===== config.mk =====
export PLATFORM = sky130hd
export DESIGN_NAME = hdmi_capture
export DESIGN_NICKNAME = d
export VERILOG_FILES = /design/src/rtl/hdmi_capture.sv
export SDC_FILE = /design/constraint.sdc
export NUM_CORES = 1
export LEC_CHECK = 0
export ABC_AREA = 1
export CAP_MARGIN = 20
export CORE_ASPECT_RATIO = 0.6
export CORE_MARGIN = 1.5
export CORE_UTILIZATION = 40
export CTS_CLUSTER_DIAMETER = 60
export DETAILED_ROUTE_END_ITERATION = 10
export MAX_ROUTING_LAYER = met4
export PLACE_DENSITY = 0.6
export SLEW_MARGIN = 20
export SYNTH_ARGS = -nofsm -noshare
export SYNTH_HDL_FRONTEND = slang
export SYNTH_SLANG_ARGS = --single-unit

===== constraint.sdc =====
create_clock -name clk24 -period 20.1 [get_ports clk24]
set_input_delay 4.02 -clock clk24 [delete_from_list [all_inputs] [get_ports clk24]]
set_output_delay 4.02 -clock clk24 [all_outputs]
set_load 0.01 [all_outputs]

===== src/rtl/hdmi_capture.sv =====
// hdmi_capture: measures incoming 2-pixel-per-clock video timing, reports lock,
// and on request writes exactly one complete frame into the frame buffer.
module hdmi_capture #(
  parameter int   hRez         = 320,
  parameter int   vRez         = 480,
  parameter logic hsync_active = 1'b0,
  parameter logic vsync_active = 1'b0
) (
  input  logic        clk24,
  input  logic        rst,
  input  logic [47:0] hdmi_data,
  input  logic        hdmi_hsync,
  input  logic        hdmi_vsync,
  input  logic        hdmi_active_video,
  input  logic        cap_start,
  output logic        cap_busy,
  output logic        cap_done,
  output logic        cap_err,
  output logic        wr_en,
  output logic [18:0] wr_addr,
  output logic [47:0] wr_data,
  output logic [9:0]  meas_htotal,
  output logic [9:0]  meas_hactive,
  output logic [9:0]  meas_vtotal,
  output logic [9:0]  meas_vactive,
  output logic        locked
);
  localparam logic [18:0] LastAddr = 19'(hRez * vRez - 1);
  localparam logic [9:0]  HRez10   = 10'(hRez);
  localparam logic [9:0]  VRez10   = 10'(vRez);
  localparam logic [10:0] HRez11   = 11'(hRez);

  typedef enum logic [1:0] {IDLE, ARMED, CAPTURE} state_t;
  state_t state_q, state_d;

  logic [47:0] s_data_q;
  logic        s_hs_q, s_vs_q, s_act_q, d_hs_q, d_vs_q, d_act_q;
  logic        hs_lead, vs_lead, line_end;

  logic [9:0]  hcnt_q, hcnt_d, hact_q, hact_d, vcnt_q, vcnt_d, vact_q, vact_d;
  logic [9:0]  htot_q, htot_d, hactm_q, hactm_d, vtot_q, vtot_d, vactm_q, vactm_d;
  logic [9:0]  p_htot_q, p_htot_d, p_hact_q, p_hact_d;
  logic        locked_q, locked_d;

  logic        busy_q, busy_d, done_q, done_d, err_q, err_d, wr_en_q, wr_en_d;
  logic [18:0] wr_addr_q, wr_addr_d, addr_q, addr_d;
  logic [47:0] wr_data_q, wr_data_d;
  logic [9:0]  line_q, line_d;
  logic [10:0] wcnt_q, wcnt_d;

  function automatic logic [9:0] sat_inc(input logic [9:0] v);
    return (v == '1) ? v : v + 10'd1;
  endfunction

  assign hs_lead  = (s_hs_q == hsync_active) && (d_hs_q != hsync_active);
  assign vs_lead  = (s_vs_q == vsync_active) && (d_vs_q != vsync_active);
  assign line_end = d_act_q && !s_act_q;

  always_comb begin
    hcnt_d   = hs_lead ? 10'd1 : sat_inc(hcnt_q);
    htot_d   = hs_lead ? hcnt_q : htot_q;
    hact_d   = line_end ? '0 : (s_act_q ? sat_inc(hact_q) : hact_q);
    hactm_d  = line_end ? hact_q : hactm_q;
    vcnt_d   = hs_lead ? sat_inc(vcnt_q) : vcnt_q;
    vact_d   = line_end ? sat_inc(vact_q) : vact_q;
    vtot_d   = vtot_q;
    vactm_d  = vactm_q;
    p_htot_d = p_htot_q;
    p_hact_d = p_hact_q;
    locked_d = locked_q;
    if (vs_lead) begin
      // An hsync edge or line end coinciding with the vsync edge opens the new frame.
      vtot_d   = vcnt_q;
      vactm_d  = vact_q;
      vcnt_d   = {9'd0, hs_lead};
      vact_d   = {9'd0, line_end};
      p_htot_d = htot_d;
      p_hact_d = hactm_d;
      locked_d = (htot_d == p_htot_q) && (hactm_d == p_hact_q) &&
                 (vcnt_q == vtot_q) && (vact_q == vactm_q) &&
                 (hactm_d == HRez10) && (vact_q == VRez10);
    end
  end

  always_comb begin
    state_d   = state_q;
    busy_d    = busy_q;
    done_d    = 1'b0;
    err_d     = err_q;
    wr_en_d   = 1'b0;
    wr_addr_d = wr_addr_q;
    wr_data_d = wr_data_q;
    addr_d    = addr_q;
    line_d    = line_q;
    wcnt_d    = wcnt_q;
    case (state_q)
      IDLE: if (cap_start) begin
        state_d = ARMED;
        err_d   = 1'b0;
        busy_d  = 1'b1;
      end
      ARMED: if (vs_lead) begin
        state_d = CAPTURE;
        addr_d  = '0;
        line_d  = '0;
        wcnt_d  = '0;
      end
      CAPTURE: begin
        if (s_act_q) begin
          if (addr_q <= LastAddr) begin
            wr_en_d   = 1'b1;
            wr_data_d = s_data_q;
            wr_addr_d = addr_q;
            addr_d    = addr_q + 19'd1;
          end else begin
            err_d = 1'b1;
          end
          wcnt_d = (wcnt_q == '1) ? wcnt_q : wcnt_q + 11'd1;
        end
        if (line_end) begin
          if (wcnt_q != HRez11) err_d = 1'b1;
          line_d = line_q + 10'd1;
          wcnt_d = '0;
        end
        // Completing the last line takes precedence over a coincident vsync edge.
        if (line_end && (line_q == VRez10 - 10'd1)) begin
          state_d = IDLE;
          done_d  = 1'b1;
          busy_d  = 1'b0;
        end else if (vs_lead) begin
          state_d = IDLE;
          err_d   = 1'b1;
          done_d  = 1'b1;
          busy_d  = 1'b0;
        end
      end
      default: state_d = IDLE;
    endcase
  end

  always_ff @(posedge clk24 or posedge rst) begin
    if (rst) begin
      s_data_q <= '0; s_hs_q <= 1'b0; s_vs_q <= 1'b0; s_act_q <= 1'b0;
      d_hs_q   <= 1'b0; d_vs_q <= 1'b0; d_act_q <= 1'b0;
      hcnt_q   <= '0; hact_q <= '0; vcnt_q <= '0; vact_q <= '0;
      htot_q   <= '0; hactm_q <= '0; vtot_q <= '0; vactm_q <= '0;
      p_htot_q <= '0; p_hact_q <= '0; locked_q <= 1'b0;
      state_q  <= IDLE;
      busy_q   <= 1'b0; done_q <= 1'b0; err_q <= 1'b0; wr_en_q <= 1'b0;
      wr_addr_q <= '0; wr_data_q <= '0; addr_q <= '0; line_q <= '0; wcnt_q <= '0;
    end else begin
      s_data_q <= hdmi_data; s_hs_q <= hdmi_hsync; s_vs_q <= hdmi_vsync;
      s_act_q  <= hdmi_active_video;
      d_hs_q   <= s_hs_q; d_vs_q <= s_vs_q; d_act_q <= s_act_q;
      hcnt_q   <= hcnt_d; hact_q <= hact_d; vcnt_q <= vcnt_d; vact_q <= vact_d;
      htot_q   <= htot_d; hactm_q <= hactm_d; vtot_q <= vtot_d; vactm_q <= vactm_d;
      p_htot_q <= p_htot_d; p_hact_q <= p_hact_d; locked_q <= locked_d;
      state_q  <= state_d;
      busy_q   <= busy_d; done_q <= done_d; err_q <= err_d; wr_en_q <= wr_en_d;
      wr_addr_q <= wr_addr_d; wr_data_q <= wr_data_d; addr_q <= addr_d;
      line_q   <= line_d; wcnt_q <= wcnt_d;
    end
  end

  assign cap_busy     = busy_q;
  assign cap_done     = done_q;
  assign cap_err      = err_q;
  assign wr_en        = wr_en_q;
  assign wr_addr      = wr_addr_q;
  assign wr_data      = wr_data_q;
  assign meas_htotal  = htot_q;
  assign meas_hactive = hactm_q;
  assign meas_vtotal  = vtot_q;
  assign meas_vactive = vactm_q;
  assign locked       = locked_q;
endmodule


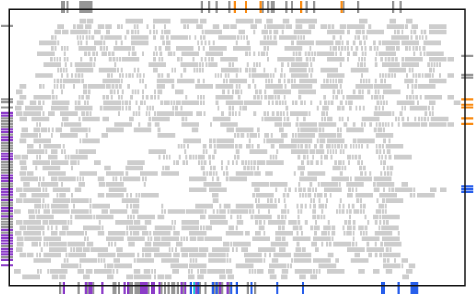
Fig. 1. I/O pins on the die edge.
(2 px per um) Pins as bars across the die edge, other pins in gray.
| color | port | pins | direction | edge |
|---|---|---|---|---|
| orange | meas_hactive | 10 | output | 5 east, 5 north |
| purple | hdmi_data | 48 | input | 29 west, 19 south |
| blue | wr_addr | 19 | output | 16 south, 3 east |
| cyan | wr_en | 1 | output | south |
all pins by edge: 64 south, 60 west, 31 north, 11 east
Die Span Y: 137 um
die width: 227 um

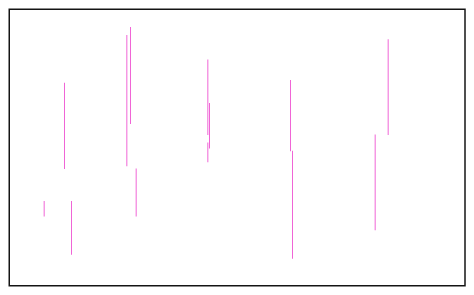
Fig. 2. Metal 4.
(2 px per um)
nets with wire on the layer: 5
main direction: vertical
longest straight run: 65.3 um
DRT Wirelength: 29400 um
Vias: 9615

==> impl_metrics.toml <==
# flow metrics
[status]
status = "complete, no violations"

[final_layout]
post-route-util = 0.510
area_growth_pct = 23.4
final_cell_mix = "467 x nand2_1, 268 x dfrtp_1, 165 x clkdlybuf4s50_1, 145 x inv_1, 125 x nor2_1"
fin_nets = 1654
drive_gt1_frac = 0.0571

[timing]
period_minus_slack_ns = 5.61
max_slew.worst_pin.slew_ns = 1.03
grt_setup_unrepaired = "no"
setup_viol = 0
relSlewSlack = 0.310
min_period_over_period = 0.279
fmax_mhz = 178

[logic_synthesis]
syn_area_per_cell_um2 = 8.40
edf_count = 0
synth.largest_area_cell = "dfrtp_1"
syn_inst = 1435
yosysWarnings = 0
ys_cells = 1435
yosysTopAreaCellShare = 0.556
syn-num-nets = 1498
synthTopCellsByCount = "467 x nand2_1, 268 x dfrtp_1, 146 x inv_1"
top_cell = "nand2_1"
ff_type = "dfrtp_1"
ys_async_sr_fraction = 1.00
ys_seq_elements = 268
topCellsByArea = "dfrtp_1 56%, nand2_1 15%, inv_1 4.5%, nand3_1 4.0%, nor2_1 3.9%"
ys_chip_area_um2 = 12100

[power]
switching_power_uw = 463
p_int_mw = 1.10
power_frac_comb = 0.225
pwr-share-seq = 0.436
pwr-share-clk = 0.339
switching_share = 0.297
power_density_nw_per_um2 = 105
vdd_drop_max_mv = 0.0753

[worst_setup_path]
cp_slowest_cell = "clkdlybuf4s50_1"
crit_buf_inv = 1
startpoint_type = "register"
r2r_end = "wr_data[14]$_DFFE_PP0P_"
r2r_slack_ns = 16.94
path_class = "register to output pin"
reg2reg_depth = 7
cp_cell_sequence = "clkdlybuf4s50_1"
crit_end = "meas_vtotal[4]"
crit_required_ns = 16.08
critPathLaunch = "meas_vtotal[4]$_DFFE_PP0P_"
cp_max_fo = 4
crit_family = "buffers and inverters"
r2r-start = "state_q[0]$_DFFE_PP0P_"
worst_ep_arrival_time_ns = 1.59

[placed_design]
port_buffers = 165
hpwl_um = 20200
gp_congestion = 0.852

[global_routing]
antenna_found_initial = 0
grt_use_total = 0.203
grt_max_degree = 131
grt_pass1_vias = 9295
grt_pass1_wl_um = 48600

[cts]
clk_latency_ns = 0.55
cts_hold_buf = 0
post-cts-setup-buffers = 0
clock-sinks = 268
clockBufferDepth = 3
tritoncts = "yes"
ctsHtreeMaxLevel = 1
clk_pin_slew_ns = 0.07
cts-root-buf = "clkbuf_16"

[route]
antenna_left = 0
via_per_inst = 4.78
drc = 0
drt_iter0_drc = 875
route.detailed.wl_per_inst_um = 14.6

[job]
maxCapViolations = 0
warnings = 30

[worst_hold_path]
hold_start = "s_vs_q$_DFF_PP0_"
hold_end = "d_vs_q$_DFF_PP0_"
hold-path-cell-count = 0
hp-class = "register to register"

[floorplanning]
boundaryPins = 166
core_util_floorplan = 0.413
num_rows = 48
core-area_um2 = 29200
die_area_um2 = 31200
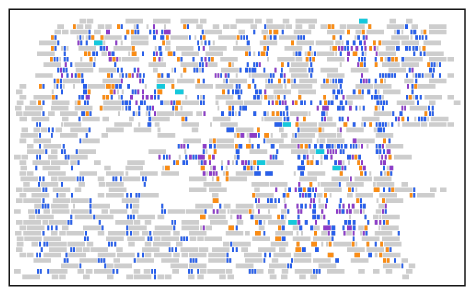
Fig. 3. Logic cells by family.
(2 px per um)
| color | family | cells | most used |
|---|---|---|---|
| blue | nand cells | 604 | nand2_1 |
| purple | nor cells | 161 | nor2_1 |
| orange | aoi and oai cells | 170 | o21ai_0 |
| cyan | fa/ha/maj cells | 9 | ha_1 |
logic share of the area: 0.301
most common logic cell in the routed design: nand2_1

-- metrics by stage --
step	cell area [um^2]	instances	total power [mW]	setup WS, ns	hold WS (ns)
after global placement	14000	1962	1.04	13.82	0.365
final	14900	2010	1.56	14.49	0.387
after CTS	14900	2010	1.58	14.43	0.385
after detailed placement	14000	1962	1.04	13.84	0.363
after global routing	14900	2010	1.65	14.16	0.395
after floorplan	12100	1435	0.867	8.70	0.354
-- power groups by stage --
stage,logic (mW),clock network [mW],registers (mW)
after CTS,0.356,0.545,0.679
after floorplan,0.165,0,0.701
after detailed placement,0.354,0,0.685
after global routing,0.394,0.566,0.691
final,0.351,0.528,0.680
after global placement,0.349,0,0.686
-- layer usage --
layer | global-route usage | routed length, um | vias to the layer above | part of all wire
li1 | - | - | 4874 | -
met1 | 0.314 | 15400 | 4486 | 0.52
met2 | 0.263 | 11500 | 224 | 0.39
met3 | 0.0503 | 2050 | 31 | 0.070
met4 | 0.0390 | 467 | 0 | 0.016
met5 | - | 0 | - | 0
-- cell families (layout without fill, tap and decap cells) --
family          after synthesis  after routing  share of synthesized area
fa+ha+maj                     9              9                    0.00934
xor+xnor                     24             24                     0.0174
flops                       268            268                      0.556
simple gates                765            765                      0.266
compound gates              174            174                     0.0789
buf+inv                     195            370                     0.0719
-- flip-flops by register name, summed over array words and instances (netlist names), 11 cells and up --
| name | count |
|---|---|
| addr_q | 19 |
| s_data_q | 48 |
| wcnt_q | 11 |
| wr_addr | 19 |
| wr_data | 48 |
-- area by class of cell --
class                   instances  area [um^2]
clock buffers                  36          759
clock inverters                12          168
fillers                      2769        14300
inverters                     153          583
multi-input cells             972         4480
flip-flops and latches        268         6710
well taps                     400          500
repair buffers                169         1680
Power and IR drop assume default switching activity.
